[config.mk]
export PLATFORM = sky130hd
export DESIGN_NAME = shift_req_sequencer
export DESIGN_NICKNAME = d
export VERILOG_FILES = /design/src/rtl/shift_req_sequencer.sv
export SDC_FILE = /design/constraint.sdc
export NUM_CORES = 1
export LEC_CHECK = 0
export CAP_MARGIN = 10
export CORE_MARGIN = 2
export CORE_UTILIZATION = 35
export DETAILED_ROUTE_END_ITERATION = 8
export PLACE_DENSITY_LB_ADDON = 0.2
export SYNTH_ARGS = -nofsm -noshare
export SYNTH_HDL_FRONTEND = slang
export SYNTH_SLANG_ARGS = --single-unit
[constraint.sdc]
create_clock -name CLOCK -period 5.85 [get_ports CLOCK]
set_clock_uncertainty 0.05 [all_clocks]
set_input_delay 0.585 -clock CLOCK [delete_from_list [all_inputs] [get_ports CLOCK]]
set_output_delay 0.585 -clock CLOCK [all_outputs]
set_load 0.05 [all_outputs]
[src/rtl/shift_req_sequencer.sv]
// shift_req_sequencer: initiator-side controller for the registered shift unit.
// Buffers shift requests in a FIFO and issues each one as a single-cycle enable
// pulse. It captures the result one cycle after issue and returns it on a
// valid/ready response port.
// Optional feature macro: SHSEQ_SRA_FIX_EN sign-fills SRA results when the
// issued operand is negative.
module shift_req_sequencer #(
    parameter int unsigned DEPTH  = 4,
    parameter int unsigned DATA_W = 32,
    parameter int unsigned SH_W   = 5
) (
    input  logic              CLOCK,
    input  logic              RESET,
    input  logic              req_valid,
    output logic              req_ready,
    input  logic [DATA_W-1:0] req_data,
    input  logic [SH_W-1:0]   req_shamt,
    input  logic [2:0]        req_op,
    output logic              rsp_valid,
    input  logic              rsp_ready,
    output logic [DATA_W-1:0] rsp_data,
    output logic [2:0]        rsp_op,
    output logic              rsp_err,
    output logic              alu_enable,
    output logic [DATA_W-1:0] alu_in,
    output logic [SH_W-1:0]   alu_shift,
    output logic [2:0]        alu_op,
    input  logic [DATA_W-1:0] alu_result,
    output logic              busy
);

    localparam int unsigned PTR_W = (DEPTH > 1) ? $clog2(DEPTH) : 1;
    localparam int unsigned CNT_W = $clog2(DEPTH + 1);
    localparam int unsigned ENT_W = DATA_W + SH_W + 3;

    typedef enum logic [1:0] {StIdle, StIssue, StWait, StHold} state_t;

    state_t              r_state;
    state_t              w_state_next;

    logic [ENT_W-1:0]    r_mem [DEPTH];
    logic [PTR_W-1:0]    r_wptr;
    logic [PTR_W-1:0]    r_rptr;
    logic [CNT_W-1:0]    r_count;

    logic [DATA_W-1:0]   r_alu_in;
    logic [SH_W-1:0]     r_alu_shift;
    logic [2:0]          r_alu_op;
    logic [DATA_W-1:0]   r_rsp_data;
    logic [2:0]          r_rsp_op;
    logic                r_rsp_err;

    logic                w_full;
    logic                w_empty;
    logic                w_push;
    logic                w_pop;
    logic [ENT_W-1:0]    w_head;
    logic [DATA_W-1:0]   w_head_data;
    logic [SH_W-1:0]     w_head_shamt;
    logic [2:0]          w_head_op;
    logic                w_head_illegal;
    logic [DATA_W-1:0]   w_capture;

`ifdef SHSEQ_SRA_FIX_EN
    logic [DATA_W-1:0]   r_sra_opnd;
    logic [SH_W-1:0]     r_sra_shamt;
`endif

    assign w_full         = (r_count == CNT_W'(DEPTH));
    assign w_empty        = (r_count == '0);
    // Ready is suppressed while reset is held so nothing is accepted then.
    assign req_ready      = RESET && !w_full;
    assign w_push         = req_valid && req_ready;
    assign w_pop          = (r_state == StIdle) && !w_empty;

    assign w_head         = r_mem[r_rptr];
    assign w_head_data    = w_head[DATA_W-1:0];
    assign w_head_shamt   = w_head[DATA_W+SH_W-1:DATA_W];
    assign w_head_op      = w_head[ENT_W-1:DATA_W+SH_W];
    assign w_head_illegal = w_head_op[2];

    // FIFO storage; entries need no reset because the count gates every read.
    always_ff @(posedge CLOCK) begin
        if (w_push) begin
            r_mem[r_wptr] <= {req_op, req_shamt, req_data};
        end
    end

    // FIFO pointers and occupancy count.
    always_ff @(posedge CLOCK) begin
        if (!RESET) begin
            r_wptr  <= '0;
            r_rptr  <= '0;
            r_count <= '0;
        end else begin
            if (w_push) begin
                r_wptr <= r_wptr + PTR_W'(1);
            end
            if (w_pop) begin
                r_rptr <= r_rptr + PTR_W'(1);
            end
            unique case ({w_push, w_pop})
                2'b10:   r_count <= r_count + CNT_W'(1);
                2'b01:   r_count <= r_count - CNT_W'(1);
                default: r_count <= r_count;
            endcase
        end
    end

    // FSM state register.
    always_ff @(posedge CLOCK) begin
        if (!RESET) begin
            r_state <= StIdle;
        end else begin
            r_state <= w_state_next;
        end
    end

    // FSM next-state logic; illegal ops skip the shift unit entirely.
    always_comb begin
        w_state_next = r_state;
        unique case (r_state)
            StIdle: begin
                if (!w_empty) begin
                    w_state_next = w_head_illegal ? StHold : StIssue;
                end
            end
            StIssue: w_state_next = StWait;
            StWait:  w_state_next = StHold;
            StHold: begin
                if (rsp_ready) begin
                    w_state_next = StIdle;
                end
            end
            default: w_state_next = StIdle;
        endcase
    end

    // FSM outputs decoded from the current state.
    always_comb begin
        alu_enable = (r_state == StIssue);
        rsp_valid  = (r_state == StHold);
        busy       = (r_state != StIdle) || !w_empty;
    end

    // Result as stored at WAIT; optionally repairs a zero-filled SRA.
    always_comb begin
        w_capture = alu_result;
`ifdef SHSEQ_SRA_FIX_EN
        if ((r_alu_op == 3'b011) && r_sra_opnd[DATA_W-1]) begin
            w_capture = alu_result | ~({DATA_W{1'b1}} >> r_sra_shamt);
        end
`endif
    end

    // Operand and response registers; both hold until explicitly reloaded.
    always_ff @(posedge CLOCK) begin
        if (!RESET) begin
            r_alu_in    <= '0;
            r_alu_shift <= '0;
            r_alu_op    <= '0;
            r_rsp_data  <= '0;
            r_rsp_op    <= '0;
            r_rsp_err   <= 1'b0;
`ifdef SHSEQ_SRA_FIX_EN
            r_sra_opnd  <= '0;
            r_sra_shamt <= '0;
`endif
        end else begin
            if (w_pop) begin
                if (w_head_illegal) begin
                    r_rsp_data <= '0;
                    r_rsp_err  <= 1'b1;
                    r_rsp_op   <= w_head_op;
                end else begin
                    r_alu_in    <= w_head_data;
                    r_alu_shift <= w_head_shamt;
                    r_alu_op    <= w_head_op;
`ifdef SHSEQ_SRA_FIX_EN
                    r_sra_opnd  <= w_head_data;
                    r_sra_shamt <= w_head_shamt;
`endif
                end
            end
            if (r_state == StWait) begin
                r_rsp_data <= w_capture;
                r_rsp_err  <= 1'b0;
                r_rsp_op   <= r_alu_op;
            end
        end
    end

    assign alu_in    = r_alu_in;
    assign alu_shift = r_alu_shift;
    assign alu_op    = r_alu_op;
    assign rsp_data  = r_rsp_data;
    assign rsp_op    = r_rsp_op;
    assign rsp_err   = r_rsp_err;

endmodule

Fig. 1: run 1, routing congestion map
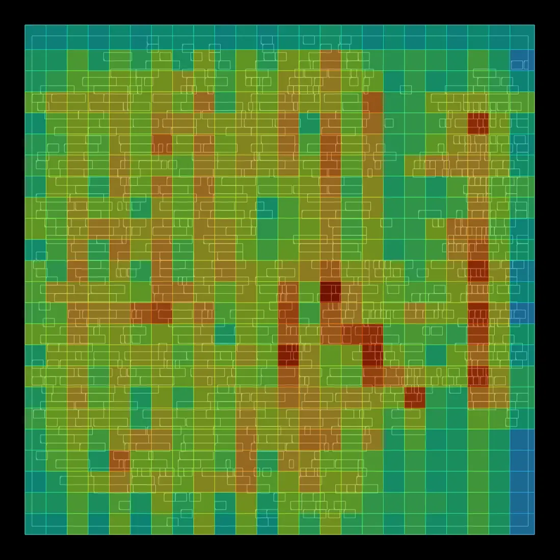
GR peak layer: met2
total track usage: 15.1%
final core occ: 45.9%
Avg WL per Cell: 19.2 um
met3 Track Usage GR: 3.54%

Fig. 2: run 1, cells colored by class
The bar under the picture is 50 um long.
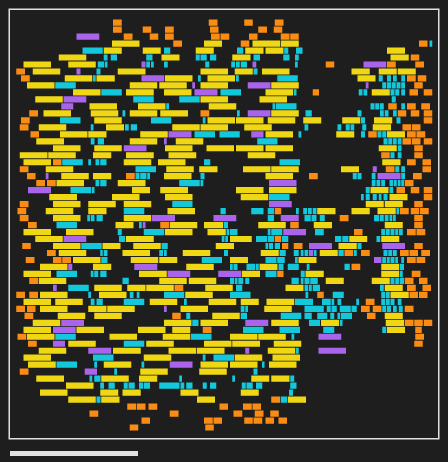
[orange] remaining buffers and delay cells | cells: 160
[purple] clock drivers and dummy loads | cells: 49
[yellow] registers | cells: 246
[cyan] remaining logic cells | cells: 329
core area: 26100 um^2
row count: 59
fraction of area in registers: 54.6%

==> CHANGELOG.md, run 1 <==
## Flow update

* Register share after synthesis at 70.4%
* Critical path endpoint: rsp_data[5]
* Nets at 851
* RePlAce Congestion at 0.794
* Layout cells sized above 1 at 13.3%
* CP max FO at 46
* Final worst slack at 2.14 ns
* Fmax at 0.269 GHz
* Slew Viols, Final at 0
* Fin cells at 1119
* Hold WS at 0.416 ns
* R2r setup slk at 2.14 ns
* OpenROAD warning count at 33
* Area fraction in mux cells at 9.84%
* EDFF count, synth at 160
* Overall power at 5.33 mW
* Switching part of the total at 33.3%
* Worst vdd ir at 0.254 mV
* Status: completed
* Wire length on met3 at 1510 um
* Register area at 6530 um^2
* Length of the first detailed-routing pass in iterations at 5
* Vias/cell at 5.21
* CTS max path bufs at 3
* N_taps at 335
* Met1 usage at 20.6%
* Biggest register: r_mem
* Routed metal-1 wirelength at 9310 um
* CP bufs+invs at 0
* Comb/total area at 20.9%
* FP Util at 35.6%
Fig. 3: run 1, gate families picked out
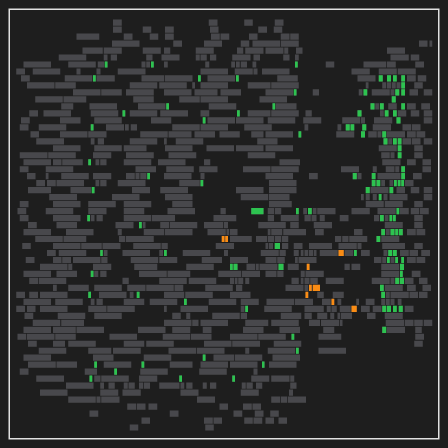
[orange] nor cells | cells: 9
[green] nand cells | cells: 108

Fig. 4: run 1, wiring by layer
The bar under the picture is 50 um long. Only two layers are drawn.
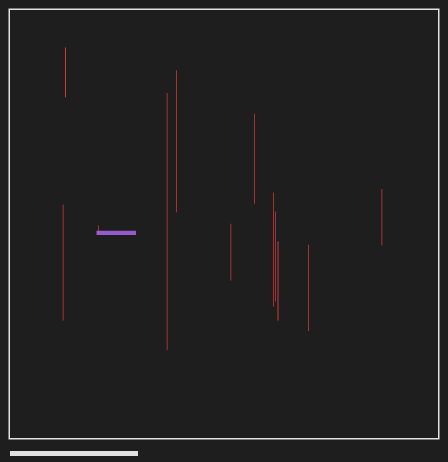

## Run 2: what changed since run 1
==> constraint.sdc (replaced) <==
create_clock -name CLOCK -period 3.9 [get_ports CLOCK]
set_clock_uncertainty 0.05 [all_clocks]
set_input_delay 0.39 -clock CLOCK [delete_from_list [all_inputs] [get_ports CLOCK]]
set_output_delay 0.39 -clock CLOCK [all_outputs]
set_load 0.05 [all_outputs]
Fig. 5: run 2, wiring by layer
The bar under the picture is 50 um long. Only two layers are drawn.
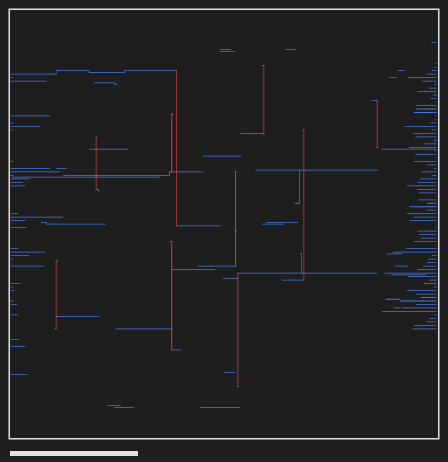
[red] M4 | wire length: 377 um
[blue] M3 | wire length: 1240 um
Avg WL per Cell: 19.0 um
via count: 5736
final WL: 21200 um
total track usage: 15.0%

==> run 2 against run 1 <==
Effect of this change:
- worst setup slack got worse by 1.4 ns
- synthesized cell count did not move
- sequential power increased by 45%
- worst hold slack worse by 0.16 ns
- die area unchanged
- non-clock buffer count increased by 4
- highest routed layer is now met4
- global-route usage is 0.093 points lower
- clock power grew 42%
- sequential share of layout area rose by 0.16 points
- total power is 48% higher
==> CHANGELOG.md, run 2 <==
## Flow update

* Row count at 59 (unchanged)
* Layout cells sized above 1 at 13.4% (was 13.3%)
* Status: completed (unchanged)
* Worst vdd ir at 0.358 mV (was 0.254 mV)
* Register area at 6530 um^2 (unchanged)
* Wire length on met3 at 1240 um (was 1510 um)
* RePlAce Congestion at 0.788 (was 0.794)
* Switching part of the total at 33.3% (about the same)
* N_taps at 335 (unchanged)
* R2r setup slk at 1.25 ns (was 2.14 ns)
* Critical path endpoint: busy (was rsp_data[5])
* CP max FO at 5 (was 46)
* Overall power at 7.87 mW (was 5.33 mW)
* Vias/cell at 5.12 (was 5.21)
* GR peak layer: met2 (unchanged)
* Hold WS at 0.258 ns (was 0.416 ns)
* Fin cells at 1120 (was 1119)
* FP Util at 35.6% (unchanged)
* Biggest register: r_mem (unchanged)
* EDFF count, synth at 160 (unchanged)
Power and IR drop assume default switching activity.
